Figure 1. Metal 1.
Bar = 20 um. Supply wires on this layer in grey.
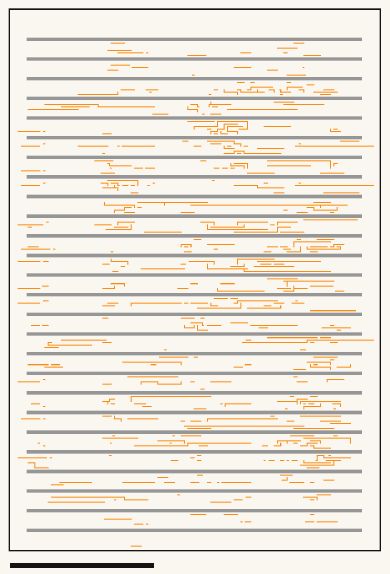
Figure 2. The metal 2 layer.
Bar = 20 um.
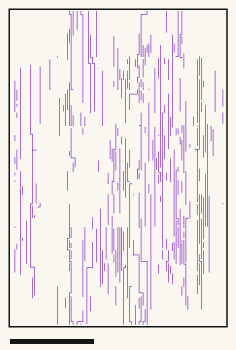
Figure 3. M3 wires.
Cells faint in the background.
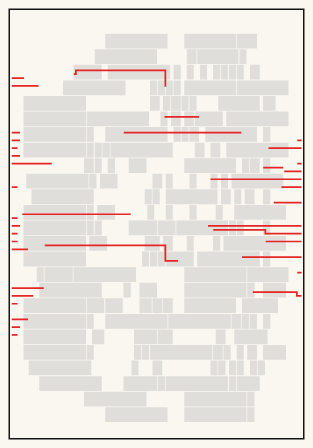
Figure 4. Track usage over the die.
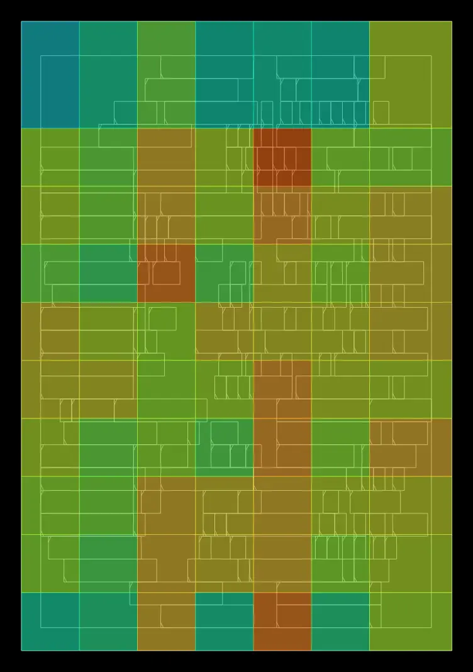
===== config.mk =====
export PLATFORM = sky130hd
export DESIGN_NAME = mod_add_prefix_pipe
export DESIGN_NICKNAME = d
export VERILOG_FILES = /design/src/rtl/mod_add_pkg.sv /design/src/rtl/mod_add_prefix_level.sv /design/src/rtl/mod_add_prefix_pipe.sv
export SDC_FILE = /design/constraint.sdc
export NUM_CORES = 1
export LEC_CHECK = 0
export ABC_AREA = 1
export ABC_CLOCK_PERIOD_IN_PS = 2000
export CORE_ASPECT_RATIO = 1.5
export CORE_MARGIN = 2
export CORE_UTILIZATION = 61
export DETAILED_ROUTE_END_ITERATION = 10
export DONT_BUFFER_PORTS = 1
export PLACE_DENSITY = 0.77
export SYNTH_ARGS = -nofsm -noshare
export SYNTH_HDL_FRONTEND = slang
export SYNTH_SLANG_ARGS = --single-unit
export TNS_END_PERCENT = 30

===== constraint.sdc =====
create_clock -name clk -period 2 [get_ports clk]
set_input_delay 0.4 -clock clk [delete_from_list [all_inputs] [get_ports clk]]
set_output_delay 0.4 -clock clk [all_outputs]
set_load 0.01 [all_outputs]

===== src/rtl/mod_add_pkg.sv =====
// Shared types and helpers for the modulo-(2^n - K) prefix adder pipeline.
package mod_add_pkg;

  localparam int DEFAULT_WIDTH = 7;

  typedef struct packed {
    logic g;
    logic p;
  } gp_t;

  // Number of Sklansky levels: ceil(log2(w)).
  function automatic int prefix_levels(input int w);
    int s;
    s = 0;
    while ((1 << s) < w) s = s + 1;
    return s;
  endfunction

  // Prefix operator: hi covers the more significant span, lo the adjacent lower span.
  function automatic gp_t gp_combine(input gp_t hi, input gp_t lo);
    gp_t r;
    r.g = hi.g | (hi.p & lo.g);
    r.p = hi.p & lo.p;
    return r;
  endfunction

endpackage


===== src/rtl/mod_add_prefix_level.sv =====
// One combinational Sklansky prefix level; bits with LEVEL-bit set absorb the top of the lower block.
module mod_add_prefix_level
  import mod_add_pkg::*;
#(
  parameter int WIDTH = DEFAULT_WIDTH,
  parameter int LEVEL = 0
) (
  input  gp_t [WIDTH-1:0] gp_i,
  output gp_t [WIDTH-1:0] gp_o
);

  for (genvar i = 0; i < WIDTH; i++) begin : g_bit
    if (((i >> LEVEL) % 2) == 1) begin : g_comb
      localparam int J = ((i >> LEVEL) << LEVEL) - 1;
      assign gp_o[i] = gp_combine(gp_i[i], gp_i[J]);
    end else begin : g_pass
      assign gp_o[i] = gp_i[i];
    end
  end

endmodule


===== src/rtl/mod_add_prefix_pipe.sv =====
// Pipelined modulo adder final stage: two Sklansky carry chains choose between A+B and A+B+K.
// Define MOD_ADD_PREFIX_PIPE_EN to register every prefix level (latency S+2 instead of 2).
module mod_add_prefix_pipe
  import mod_add_pkg::*;
#(
  parameter int WIDTH = DEFAULT_WIDTH
) (
  input  logic             clk,
  input  logic             rst,
  input  logic             in_valid,
  output logic             in_ready,
  input  logic [WIDTH-1:0] g_i,
  input  logic [WIDTH-1:0] p_i,
  input  logic [WIDTH-1:0] h_i,
  input  logic [WIDTH-1:0] gq_i,
  input  logic [WIDTH-1:0] pq_i,
  input  logic [WIDTH-1:0] hq_i,
  input  logic             bq_msb_i,
  output logic             out_valid,
  input  logic             out_ready,
  output logic [WIDTH-1:0] sum_o,
  output logic             wrap_o
);

  localparam int S = prefix_levels(WIDTH);

  // Handshake: the whole pipeline moves together when adv = out_ready | ~out_valid.
  // in_ready mirrors adv; a beat transfers in when in_valid & in_ready and out when
  // out_valid & out_ready. While out_valid & ~out_ready every stage holds.
  logic adv;
  assign adv      = out_ready | ~out_valid;
  assign in_ready = adv;

  logic             v0;
  logic [WIDTH-1:0] g0, p0, h0, gq0, pq0, hq0;
  logic             bqm0;

  always_ff @(posedge clk or posedge rst) begin
    if (rst) v0 <= 1'b0;
    else if (adv) v0 <= in_valid;
  end

  always_ff @(posedge clk) begin
    if (adv) begin
      g0   <= g_i;
      p0   <= p_i;
      h0   <= h_i;
      gq0  <= gq_i;
      pq0  <= pq_i;
      hq0  <= hq_i;
      bqm0 <= bq_msb_i;
    end
  end

  for (genvar l = 0; l < S; l++) begin : g_lvl
    gp_t [WIDTH-1:0]  ab_in, abq_in, ab_nx, abq_nx, ab_out, abq_out;
    logic [WIDTH-1:0] h_in, hq_in, h_out, hq_out;
    logic             bqm_in, bqm_out, v_in, v_out;

    if (l == 0) begin : g_src
      for (genvar i = 0; i < WIDTH; i++) begin : g_bit
        assign ab_in[i].g  = g0[i];
        assign ab_in[i].p  = p0[i];
        assign abq_in[i].g = gq0[i];
        assign abq_in[i].p = pq0[i];
      end
      assign h_in   = h0;
      assign hq_in  = hq0;
      assign bqm_in = bqm0;
      assign v_in   = v0;
    end else begin : g_chain
      assign ab_in  = g_lvl[l-1].ab_out;
      assign abq_in = g_lvl[l-1].abq_out;
      assign h_in   = g_lvl[l-1].h_out;
      assign hq_in  = g_lvl[l-1].hq_out;
      assign bqm_in = g_lvl[l-1].bqm_out;
      assign v_in   = g_lvl[l-1].v_out;
    end

    mod_add_prefix_level #(.WIDTH(WIDTH), .LEVEL(l)) u_ab (
      .gp_i (ab_in),
      .gp_o (ab_nx)
    );

    mod_add_prefix_level #(.WIDTH(WIDTH), .LEVEL(l)) u_abq (
      .gp_i (abq_in),
      .gp_o (abq_nx)
    );

`ifdef MOD_ADD_PREFIX_PIPE_EN
    always_ff @(posedge clk or posedge rst) begin
      if (rst) v_out <= 1'b0;
      else if (adv) v_out <= v_in;
    end

    always_ff @(posedge clk) begin
      if (adv) begin
        ab_out  <= ab_nx;
        abq_out <= abq_nx;
        h_out   <= h_in;
        hq_out  <= hq_in;
        bqm_out <= bqm_in;
      end
    end
`else
    assign ab_out  = ab_nx;
    assign abq_out = abq_nx;
    assign h_out   = h_in;
    assign hq_out  = hq_in;
    assign bqm_out = bqm_in;
    assign v_out   = v_in;
`endif
  end

  gp_t [WIDTH-1:0]  ab_last, abq_last;
  logic [WIDTH-1:0] c_ab, c_abq, h_l, hq_l, s_ab, s_abq, unused_p;
  logic             bqm_l, v_l, sel;

  assign ab_last  = g_lvl[S-1].ab_out;
  assign abq_last = g_lvl[S-1].abq_out;
  assign h_l      = g_lvl[S-1].h_out;
  assign hq_l     = g_lvl[S-1].hq_out;
  assign bqm_l    = g_lvl[S-1].bqm_out;
  assign v_l      = g_lvl[S-1].v_out;

  // Group propagate at the final level carries no information for the sum.
  for (genvar i = 0; i < WIDTH; i++) begin : g_carry
    assign c_ab[i]     = ab_last[i].g;
    assign c_abq[i]    = abq_last[i].g;
    assign unused_p[i] = ab_last[i].p ^ abq_last[i].p;
  end

  assign s_ab  = h_l  ^ {c_ab[WIDTH-2:0], 1'b0};
  assign s_abq = hq_l ^ {c_abq[WIDTH-2:0], 1'b0};
  // A+B+K reaching 2^n means A+B >= M, so the wrapped sum is the low n bits of A+B+K.
  assign sel   = c_abq[WIDTH-1] | bqm_l;

  always_ff @(posedge clk or posedge rst) begin
    if (rst) begin
      out_valid <= 1'b0;
      sum_o     <= '0;
      wrap_o    <= 1'b0;
    end else if (adv) begin
      out_valid <= v_l;
      if (v_l) begin
        sum_o  <= sel ? s_abq : s_ab;
        wrap_o <= sel;
      end
    end
  end

endmodule


==> flow_metrics.py <==
# Synthesis and PnR figures
metrics = {
    "outcome": {
        "status": "finished clean",
    },
    "worst_setup_path": {
        "crit_end": "in_ready",
        "r2r_slack_ps": 620,
        "r2r_cells": 4,
        "critPathKind": "reg -> out",
        "worst-path-buf-inv": 3,
        "path_cells": "inv_1 -> nor2_1 -> inv_1 -> buf_12",
        "crit_path_max_incr_delay_ps": 400,
        "critical_path_depth": 4,
        "worstPathArrival_ps": 1410,
        "worst-path-max-fanout": 43,
        "crit_path_end_kind": "primary output",
    },
    "global_route": {
        "busiest_layer": "met2",
        "grtUsageTotal_pct": 17.6,
        "grt_max_degree": 44,
        "use_met3_pct": 6.35,
        "grt_first_pass_wirelength_mm": 4.66,
        "antenna_found_initial": 0,
    },
    "worst_hold_path": {
        "min_path_type": "in -> reg",
        "hold_start": "hq_i[0]",
    },
    "layout": {
        "buffers": 2,
        "layout-drive-gt1-share_pct": 12.6,
        "clk_share_pct": 3.75,
        "regArea_um2": 1420,
        "final-comb-area_um2": 523,
        "fin_nets": 221,
        "lay_top_count": "nand2_1",
        "buf_share_pct": 1.36,
        "n_antenna_cell": 0,
        "area_dominant_class": "flip-flops and latches",
        "area_delta_synth_final_pct": 7.98,
        "final_cell_mix": "nand2_1 (46), edfxtp_1 (39), inv_1 (24), nand3_1 (12), dfrtp_1 (10)",
        "num-clock-buffers": 6,
    },
    "synth": {
        "ys_cells": 165,
        "ys_sh_mux_pct": 0,
        "most_common_cell": "nand2_1",
        "yosysUniqueCellTypes": 21,
        "ys_sh_adder_pct": 0,
        "syn-cell-area_um2": 2040,
        "ys_seq_share_pct": 69.7,
        "ys_area_um2": 2040,
        "simple_gate_share_pct": 18.3,
        "ys.flop_type": "edfxtp_1",
        "syn_area_per_cell_um2": 12.4,
        "synth-compound-area-share_pct": 4.36,
        "netlist_top_cells_area": "edfxtp_1 (57%), dfrtp_1 (12%), nand2_1 (8.5%)",
    },
    "power_and_ir_drop": {
        "leakage_uw": 0.000965,
        "swShare_pct": 26.2,
        "clockPowerShare_pct": 23.8,
        "vdd_ir_drop_max_mv": 0.697,
        "power_switching_uw": 570,
        "pg_seq_uw": 1360,
        "combPwrFrac_pct": 13.5,
        "p_int_uw": 1610,
    },
    "clock_tree": {
        "cts_made_buffers": 5,
        "cts.sinks": 49,
        "cts_root_buf": "clkbuf_8",
        "insertion_delay_ps": 290,
        "ctsHoldBuffers": 1,
        "cts_resized": 0,
        "clk_pin_slew_ps": 80,
        "cts_max_level": 2,
        "cts_tree": "yes",
    },
    "placed_design": {
        "io_buffer_count": 0,
        "place_inst": 206,
        "pre_cts_slack_ps": 507,
        "gp_congestion": 0.773,
        "dpl_cell_area_um2": 2110,
        "hpwlAfterDp_mm": 2.28,
    },
    "routing": {
        "ant_nets": 0,
        "drcViolationCount": 0,
        "highest_layer": "met4",
        "viasPerCell": 5.25,
        "wl_met1_um": 997,
        "drt_iter0_drc": 18,
    },
    "die": {
        "die_x_um": 51.2,
        "die-height_um": 74.8,
        "core_area_um2": 3160,
    },
    "final_timing": {
        "grt_setup_unrepaired": "false",
        "worst_slew_pin_slew_ps": 383,
        "setup_viol": 0,
        "fmax_mhz": 554,
        "fin_worst_skew_ps": 5.23,
        "hold_ws_ps": 199,
    },
}
-- Figure 1 (at the start) --
share of all routed wire: 34%
wire length on this layer: 997 um
nets with wire on the layer: 201
longest straight run: 21.6 um
main direction: horizontal
Via Count: 1128
Total Routed Length: 2.93 mm
grt met1 use: 15.8%

-- Figure 2 (at the start) --
wire length on this layer: 1660 um
main direction: vertical
nets with wire on the layer: 185
longest straight run: 32.0 um

-- Figure 3 (at the start) --
wire length on this layer: 220 um
longest straight run: 20.9 um

-- Figure 4 (at the start) --
M2 GR Usage: 34.1%
Layout Utilization: 69.7%
DR WL/cell: 13.6 um

